==> config.mk <==
export PLATFORM = sky130hd
export DESIGN_NAME = mem_sequencer
export DESIGN_NICKNAME = d
export VERILOG_FILES = /design/src/rtl/mem_sequencer.sv
export SDC_FILE = /design/constraint.sdc
export NUM_CORES = 1
export LEC_CHECK = 0
export ABC_AREA = 0
export CELL_PAD_IN_SITES_DETAIL_PLACEMENT = 1
export CELL_PAD_IN_SITES_GLOBAL_PLACEMENT = 1
export CORE_MARGIN = 8
export CORE_UTILIZATION = 34
export CTS_CLUSTER_DIAMETER = 60
export CTS_CLUSTER_SIZE = 14
export DETAILED_ROUTE_END_ITERATION = 12
export HOLD_SLACK_MARGIN = 0.12
export PLACE_DENSITY_LB_ADDON = 0.1
export RECOVER_POWER = 50
export SYNTH_ARGS = -nofsm -noshare
export SYNTH_HDL_FRONTEND = slang
export SYNTH_SLANG_ARGS = --single-unit
==> constraint.sdc <==
create_clock -name clk -period 1.96 [get_ports clk]
set_clock_uncertainty 0.1 [all_clocks]
set_input_delay 0.392 -clock clk [delete_from_list [all_inputs] [get_ports clk]]
set_output_delay 0.392 -clock clk [all_outputs]
set_load 0.005 [all_outputs]
==> src/rtl/mem_sequencer.sv <==
// Byte-serial load/store sequencer: moves 1, 2 or 4 big-endian bytes between a request port and a byte memory.
// Optional build macro MEMSEQ_ALIGN_CHECK_EN rejects misaligned word/long requests.
module mem_sequencer #(
  parameter int ADDR_WIDTH   = 9,
  parameter int READ_LATENCY = 1
) (
  input  logic                  clk,
  input  logic                  reset,
  input  logic                  req_i,
  input  logic                  op_write_i,
  input  logic [1:0]            size_i,
  input  logic [ADDR_WIDTH-1:0] addr_i,
  input  logic [31:0]           wdata_i,
  output logic                  busy_o,
  output logic                  done_o,
  output logic                  error_o,
  output logic [31:0]           rdata_o,
  output logic [ADDR_WIDTH-1:0] mem_raddr_o,
  output logic [ADDR_WIDTH-1:0] mem_waddr_o,
  output logic [7:0]            mem_data_in_o,
  input  logic [7:0]            mem_data_out_i,
  output logic                  mem_write_o,
  input  logic                  mem_ready_i
);

  // state   | meaning
  // IDLE    | waiting for req
  // RADDR   | present read address of current byte
  // RWAIT   | read latency countdown
  // RCAP    | capture read byte once mem_ready is high
  // WSETUP  | load write address/data of current byte
  // WSTROBE | hold mem_write until mem_ready is high
  // FIN     | done pulse (rejected requests spend one extra cycle here first)
  typedef enum logic [2:0] {
    IDLE    = 3'd0,
    RADDR   = 3'd1,
    RWAIT   = 3'd2,
    RCAP    = 3'd3,
    WSETUP  = 3'd4,
    WSTROBE = 3'd5,
    FIN     = 3'd6
  } state_e;

  localparam logic [2:0] WAIT_INIT = (READ_LATENCY > 1) ? 3'(READ_LATENCY - 2) : 3'd0;

  state_e                state_q;
  logic [ADDR_WIDTH-1:0] addr_q;
  logic [1:0]            idx_q;
  logic [1:0]            last_q;
  logic [2:0]            wait_q;
  logic [31:0]           wbuf_q;
  logic [31:0]           acc_q;
  logic                  busy_q;
  logic                  done_q;
  logic                  error_q;
  logic [31:0]           rdata_q;
  logic [ADDR_WIDTH-1:0] raddr_q;
  logic [ADDR_WIDTH-1:0] waddr_q;
  logic [7:0]            din_q;
  logic                  mw_q;

  logic                  reject_d;
  logic [1:0]            last_d;
  logic [31:0]           wbuf_d;
  logic [ADDR_WIDTH-1:0] byte_addr_d;

  always_comb begin
    reject_d = (size_i == 2'd3);
`ifdef MEMSEQ_ALIGN_CHECK_EN
    if (size_i == 2'd1 && addr_i[0]) reject_d = 1'b1;
    if (size_i == 2'd2 && addr_i[1:0] != 2'b00) reject_d = 1'b1;
`endif
  end

  // Write data is left-justified so the most significant used byte goes out first.
  always_comb begin
    case (size_i)
      2'd0:    begin last_d = 2'd0; wbuf_d = {wdata_i[7:0], 24'h0};  end
      2'd1:    begin last_d = 2'd1; wbuf_d = {wdata_i[15:0], 16'h0}; end
      default: begin last_d = 2'd3; wbuf_d = wdata_i;                end
    endcase
  end

  assign byte_addr_d = addr_q + ADDR_WIDTH'(idx_q);

  always_ff @(posedge clk) begin
    if (reset) begin
      state_q <= IDLE;
      addr_q  <= '0;
      idx_q   <= 2'd0;
      last_q  <= 2'd0;
      wait_q  <= 3'd0;
      wbuf_q  <= 32'h0;
      acc_q   <= 32'h0;
      busy_q  <= 1'b0;
      done_q  <= 1'b0;
      error_q <= 1'b0;
      rdata_q <= 32'h0;
      raddr_q <= '0;
      waddr_q <= '0;
      din_q   <= 8'h0;
      mw_q    <= 1'b0;
    end else begin
      case (state_q)
        IDLE: begin
          if (req_i) begin
            addr_q <= addr_i;
            idx_q  <= 2'd0;
            last_q <= last_d;
            wbuf_q <= wbuf_d;
            acc_q  <= 32'h0;
            busy_q <= 1'b1;
            if (reject_d)        state_q <= FIN;
            else if (op_write_i) state_q <= WSETUP;
            else                 state_q <= RADDR;
          end
        end
        RADDR: begin
          raddr_q <= byte_addr_d;
          if (READ_LATENCY > 1) begin
            wait_q  <= WAIT_INIT;
            state_q <= RWAIT;
          end else begin
            state_q <= RCAP;
          end
        end
        RWAIT: begin
          if (wait_q == 3'd0) state_q <= RCAP;
          else                wait_q  <= wait_q - 3'd1;
        end
        RCAP: begin
          if (mem_ready_i) begin
            acc_q <= {acc_q[23:0], mem_data_out_i};
            if (idx_q == last_q) begin
              rdata_q <= {acc_q[23:0], mem_data_out_i};
              done_q  <= 1'b1;
              error_q <= 1'b0;
              state_q <= FIN;
            end else begin
              idx_q   <= idx_q + 2'd1;
              state_q <= RADDR;
            end
          end
        end
        WSETUP: begin
          waddr_q <= byte_addr_d;
          din_q   <= wbuf_q[31:24];
          wbuf_q  <= {wbuf_q[23:0], 8'h0};
          mw_q    <= 1'b1;
          state_q <= WSTROBE;
        end
        WSTROBE: begin
          if (mem_ready_i) begin
            mw_q <= 1'b0;
            if (idx_q == last_q) begin
              done_q  <= 1'b1;
              error_q <= 1'b0;
              state_q <= FIN;
            end else begin
              idx_q   <= idx_q + 2'd1;
              state_q <= WSETUP;
            end
          end
        end
        FIN: begin
          // Accesses arrive with done already set; a rejected request raises it here.
          if (!done_q) begin
            done_q  <= 1'b1;
            error_q <= 1'b1;
          end else begin
            done_q  <= 1'b0;
            error_q <= 1'b0;
            busy_q  <= 1'b0;
            state_q <= IDLE;
          end
        end
        default: state_q <= IDLE;
      endcase
    end
  end

  assign busy_o        = busy_q;
  assign done_o        = done_q;
  assign error_o       = error_q;
  assign rdata_o       = rdata_q;
  assign mem_raddr_o   = raddr_q;
  assign mem_waddr_o   = waddr_q;
  assign mem_data_in_o = din_q;
  assign mem_write_o   = mw_q;

endmodule

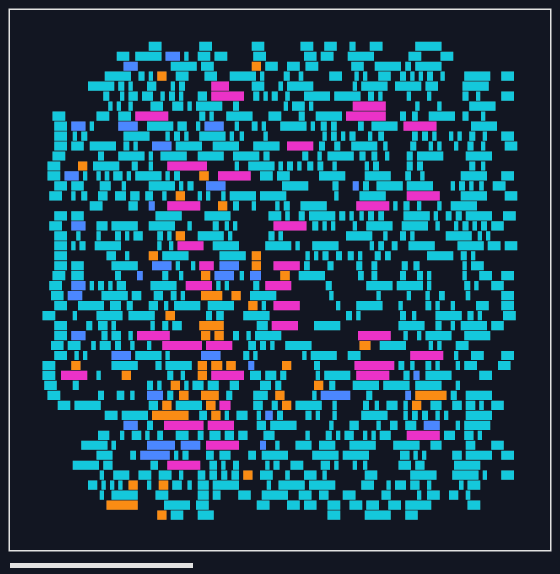
*Cell sizes after repair, run 1*
The bar under the picture is 50 µm long.
Key: cyan = x1 and smaller [cells 727]; magenta = x6 and larger [cells 35]; blue = x2 [cells 33]; orange = x3 and x4 [cells 44]
fin area: 0.00820 mm²
nonclk buf count: 166
Layout area overhead: 39.9%

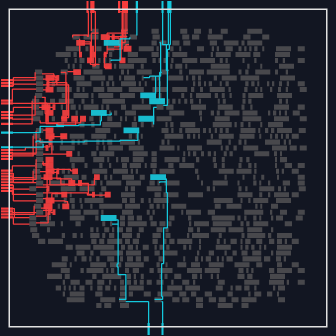
*I/O nets highlighted, run 1*
Key: cyan = `mem_data_in_o` [bits 8, direction output, edge 4 north, 2 west, 2 south, end cells 8, buffers 8, wire 463 µm]; red = `wdata_i` [bits 32, direction input, edge 25 west, 7 north, end cells 48, buffers 32, wire 1,060 µm]
IO buf count: 117
I/O pins: 118

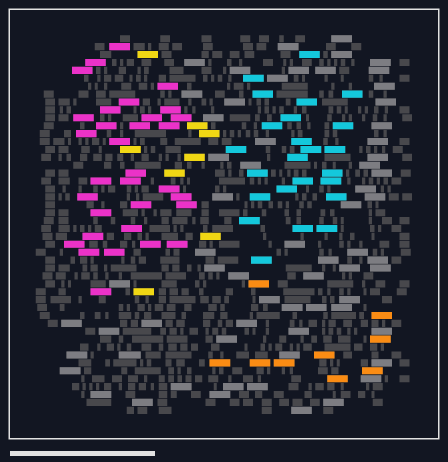
*Sequential cells grouped by signal name, run 1*
The bar under the picture is 50 µm long. Other sequential cells in the stronger gray, the rest of the logic in the fainter gray.
Key: magenta = `wbuf_q` [placed flops 32]; yellow = `mem_data_in_o` [placed flops 8]; orange = `mem_waddr_o` [placed flops 9]; cyan = `acc_q` [placed flops 24]
Another 64 sequential cells are not colored.
Seq group: 3.49 mW
FF+latch area: 0.00274 mm²
fin util: 48.1%
Seq/total area: 33.5%

==> flow_metrics.py, run 1 <==
# Flow results
metrics = {
    "critical_path": {
        "startpoint": "done_o$_SDFFE_PP0P_",
        "crit_path_cell_trace": "buf_4 -> clkdlybuf4s50_1",
        "r2r_end": "state_q[1]$_SDFFE_PP0P_",
        "worstSetupStartpointType": "register",
        "crit_family": "buffers and inverters",
    },
    "timing": {
        "setup_tns_ns": 0,
        "finalSetupViolCount": 0,
        "rsz0062_at_grt": "false",
        "hold_viol_final": 0,
        "finalCritPeriodShare_pct": 96.4,
    },
    "global_route": {
        "met1_usage_pct": 20.2,
        "grt.total_usage_pct": 16.6,
        "grt_pass1_wl_mm": 29.5,
    },
    "clocking": {
        "cts_made_buffers": 17,
        "cts_num_sinks": 137,
    },
    "power": {
        "switchingPower_mw": 3.47,
    },
    "synthesis": {
        "postSynthSeqShare_pct": 46.8,
        "synthTopLogicFamily": "simple AND/OR/NAND/NOR gates",
        "yosys_cells": 702,
    },
    "die": {
        "fp-utilization_pct": 34.3,
    },
    "status": {
        "status": "completed",
    },
    "hold_path": {
        "hold_end": "rdata_o[14]$_SDFFE_PP0P_",
    },
    "layout": {
        "n_clock_buffer": 18,
        "layout.nets": 889,
    },
    "placement": {
        "placed_cell_area_mm2": 0.00747,
    },
}
==> run 2: changes to the inputs <==
--- a/config.mk
+++ b/config.mk
@@ -19,3 +19,4 @@
 export SYNTH_ARGS = -nofsm -noshare
 export SYNTH_HDL_FRONTEND = slang
 export SYNTH_SLANG_ARGS = --single-unit
+export TNS_END_PERCENT = 20
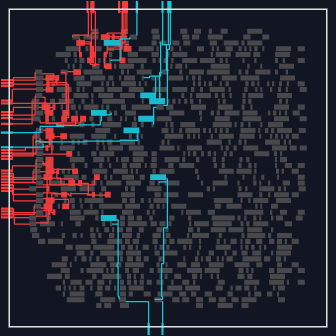
*I/O nets highlighted, run 2*
Key: cyan = `mem_data_in_o` [bits 8, direction output, edge 4 north, 2 west, 2 south, end cells 8, buffers 8, wire 457 µm]; red = `wdata_i` [bits 32, direction input, edge 25 west, 7 north, end cells 48, buffers 32, wire 1,060 µm]

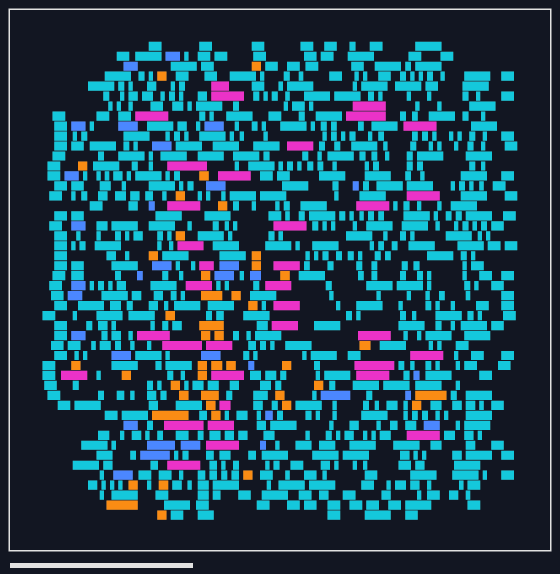
*Cell sizes after repair, run 2*
The bar under the picture is 50 µm long.
Key: magenta = x6 and larger [cells 35]; blue = x2 [cells 33]; orange = x3 and x4 [cells 43]; cyan = x1 and smaller [cells 727]

==> run 2 against run 1 <==
- worst hold slack unchanged
- global-route usage is essentially flat
- utilization fell by 0.059 points
- total power shrank 0.33%
- die size unchanged
- count of clock-buffer cells in the layout unchanged
- largest cell class unchanged
- non-clock buffer count down 1
==> flow_metrics.py, run 2 <==
# Flow results
metrics = {
    "status": {
        "status": "completed",
    },
    "synthesis": {
        "yosysWarningCount": 0,
        "ys_ff": 137,
        "synthTopLogicFamily": "simple AND/OR/NAND/NOR gates",
        "yosys.area_share.aoi_pct": 19.3,
        "ys_sh_adder_pct": 1.20,
        "postSynthSeqShare_pct": 46.8,
        "yosys_cells": 702,
        "yosys_area_mm2": 0.00586,
    },
    "power": {
        "switchingPower_mw": 3.45,
        "ir_drop_mv": 0.579,
        "p_seq_mw": 3.49,
    },
    "critical_path": {
        "crit_path_cell_trace": "buf_4 -> clkdlybuf4s50_1",
        "crit_family": "buffers and inverters",
        "startpoint": "done_o$_SDFFE_PP0P_",
        "worstSetupStartpointType": "register",
        "r2r_end": "state_q[2]$_SDFFE_PP0P_",
        "cpPeakStageDelay_ns": 0.51,
    },
    "route": {
        "drtIter0Drc": 167,
        "top_layer": "met4",
    },
    "layout": {
        "final_cell_area_mm2": 0.00819,
        "fin_util_pct": 48.0,
        "syn_to_final_growth_pct": 39.8,
        "dominant_cells": "combinational gates",
        "flop_area_mm2": 0.00274,
        "n_clock_buffer": 18,
        "sh_seq_area_pct": 33.5,
        "layout.nets": 888,
        "nNonClkBuffers": 165,
    },
    "global_route": {
        "met1_usage_pct": 20.2,
        "grt_pass1_wl_mm": 29.5,
        "gr-total-overflow": 0,
        "met3_usage_pct": 3.91,
        "grt.total_usage_pct": 16.6,
        "grt_pass1_vias": 5694,
    },
    "timing": {
        "finalSetupViolCount": 0,
        "hold_viol_final": 0,
        "setup_tns_ns": 0,
        "rsz0062_at_grt": "false",
        "finalCritPeriodShare_pct": 96.2,
        "timing.final.crit_period_ns": 1.89,
    },
    "placement": {
        "placed_cell_area_mm2": 0.00747,
        "io_buffers": 117,
    },
    "die": {
        "fp-utilization_pct": 34.3,
        "nWellTaps": 225,
        "ios": 118,
    },
    "clocking": {
        "cts_made_buffers": 17,
        "cts_num_sinks": 137,
    },
    "hold_path": {
        "hold_end": "rdata_o[14]$_SDFFE_PP0P_",
        "min_path_type": "register to register",
    },
}
==> run 3: changes to the inputs <==
--- a/config.mk
+++ b/config.mk
@@ -8,7 +8,7 @@
 export ABC_AREA = 0
 export CELL_PAD_IN_SITES_DETAIL_PLACEMENT = 1
 export CELL_PAD_IN_SITES_GLOBAL_PLACEMENT = 1
-export CORE_MARGIN = 8
+export CORE_MARGIN = 4
 export CORE_UTILIZATION = 34
 export CTS_CLUSTER_DIAMETER = 60
 export CTS_CLUSTER_SIZE = 14
==> run 3 against run 2 <==
- sequential share of layout area increased by 0.65 points
- worst hold slack got worse by 0.11 ns
- total power fell by 5.7%
- register-to-register slack worse by 0.03 ns
- utilization about the same
- flip-flop count is the same
- worst setup slack worse by 0.021 ns
- sequential power is 2% higher
==> flow_metrics.py, run 3 <==
# Flow results
metrics = {
    "critical_path": {
        "startpoint": "done_o$_SDFFE_PP0P_",
        "worstSetupStartpointType": "register",
        "cpPeakStageDelay_ns": 0.56,
        "r2r_end": "state_q[1]$_SDFFE_PP0P_",
    },
    "timing": {
        "timing.final.crit_period_ns": 1.91,
        "finalSetupViolCount": 0,
        "finalCritPeriodShare_pct": 97.2,
        "rsz0062_at_grt": "true",
        "hold_viol_final": 0,
        "setup_tns_ns": 0,
    },
    "clocking": {
        "cts_num_sinks": 137,
        "cts_made_buffers": 17,
    },
    "die": {
        "fp-utilization_pct": 34.9,
        "ios": 118,
        "nWellTaps": 220,
    },
    "global_route": {
        "grt_pass1_wl_mm": 28.3,
        "grt.total_usage_pct": 17.6,
        "grt_pass1_vias": 5691,
        "gr-total-overflow": 0,
    },
    "synthesis": {
        "yosysWarningCount": 0,
        "yosys_cells": 702,
        "ys_sh_adder_pct": 1.20,
        "yosys_area_mm2": 0.00586,
        "ys_ff": 137,
    },
    "layout": {
        "nNonClkBuffers": 162,
        "sh_seq_area_pct": 34.2,
        "n_clock_buffer": 23,
        "layout.nets": 885,
        "dominant_cells": "combinational gates",
    },
    "placement": {
        "io_buffers": 117,
    },
    "status": {
        "status": "completed",
    },
    "route": {
        "drtIter0Drc": 235,
        "top_layer": "met4",
    },
    "hold_path": {
        "hold_end": "mem_write_o$_SDFFE_PP0P_",
    },
    "power": {
        "switchingPower_mw": 3.42,
    },
}
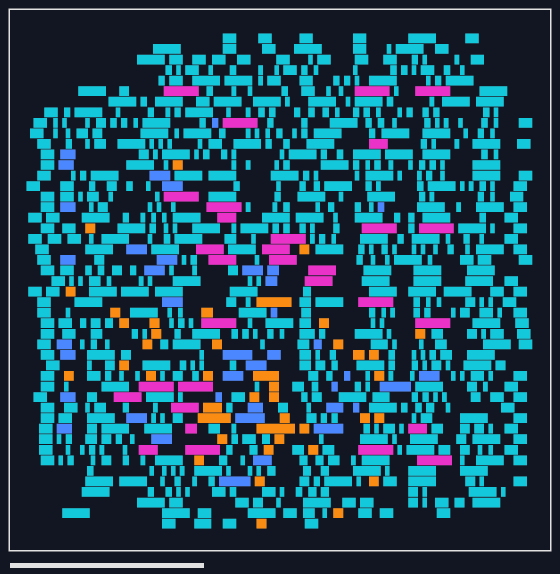
*Cell sizes after repair, run 3*
The bar under the picture is 50 µm long.
Key: magenta = x6 and larger [cells 30]; orange = x3 and x4 [cells 42]; cyan = x1 and smaller [cells 726]; blue = x2 [cells 39]
Layout area overhead: 37.3%
fin area: 0.00804 mm²

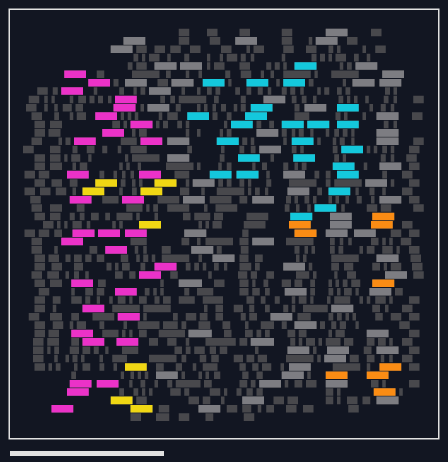
*Sequential cells grouped by signal name, run 3*
The bar under the picture is 50 µm long. Other sequential cells in the stronger gray, the rest of the logic in the fainter gray.
Key: magenta = `wbuf_q` [placed flops 32, where a vertical strip on the left]; cyan = `acc_q` [placed flops 24]; orange = `mem_waddr_o` [placed flops 9]; yellow = `mem_data_in_o` [placed flops 8]
Seq group: 3.57 mW
FF+latch area: 0.00275 mm²
fin util: 48.0%


==> gallery <==
Clock routing.
(a)
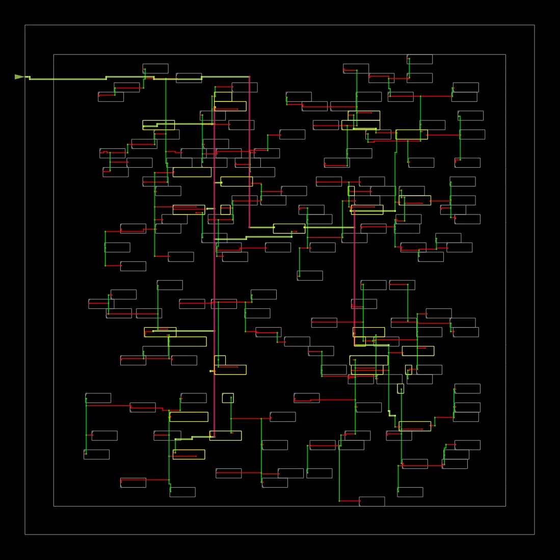
(b)
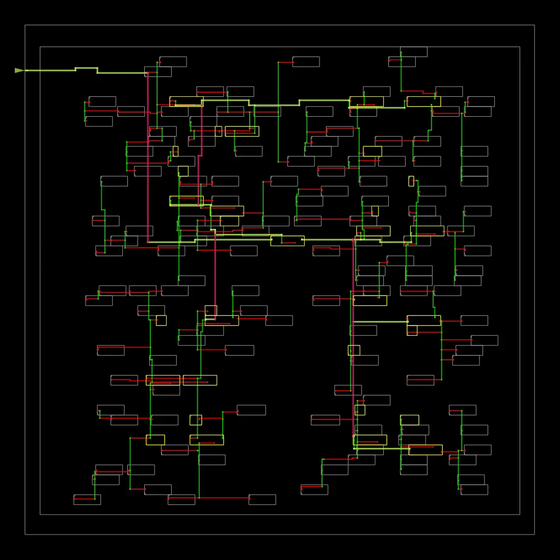
(a): run 1
(b): run 3

Power is estimated from default activity; no workload was simulated.
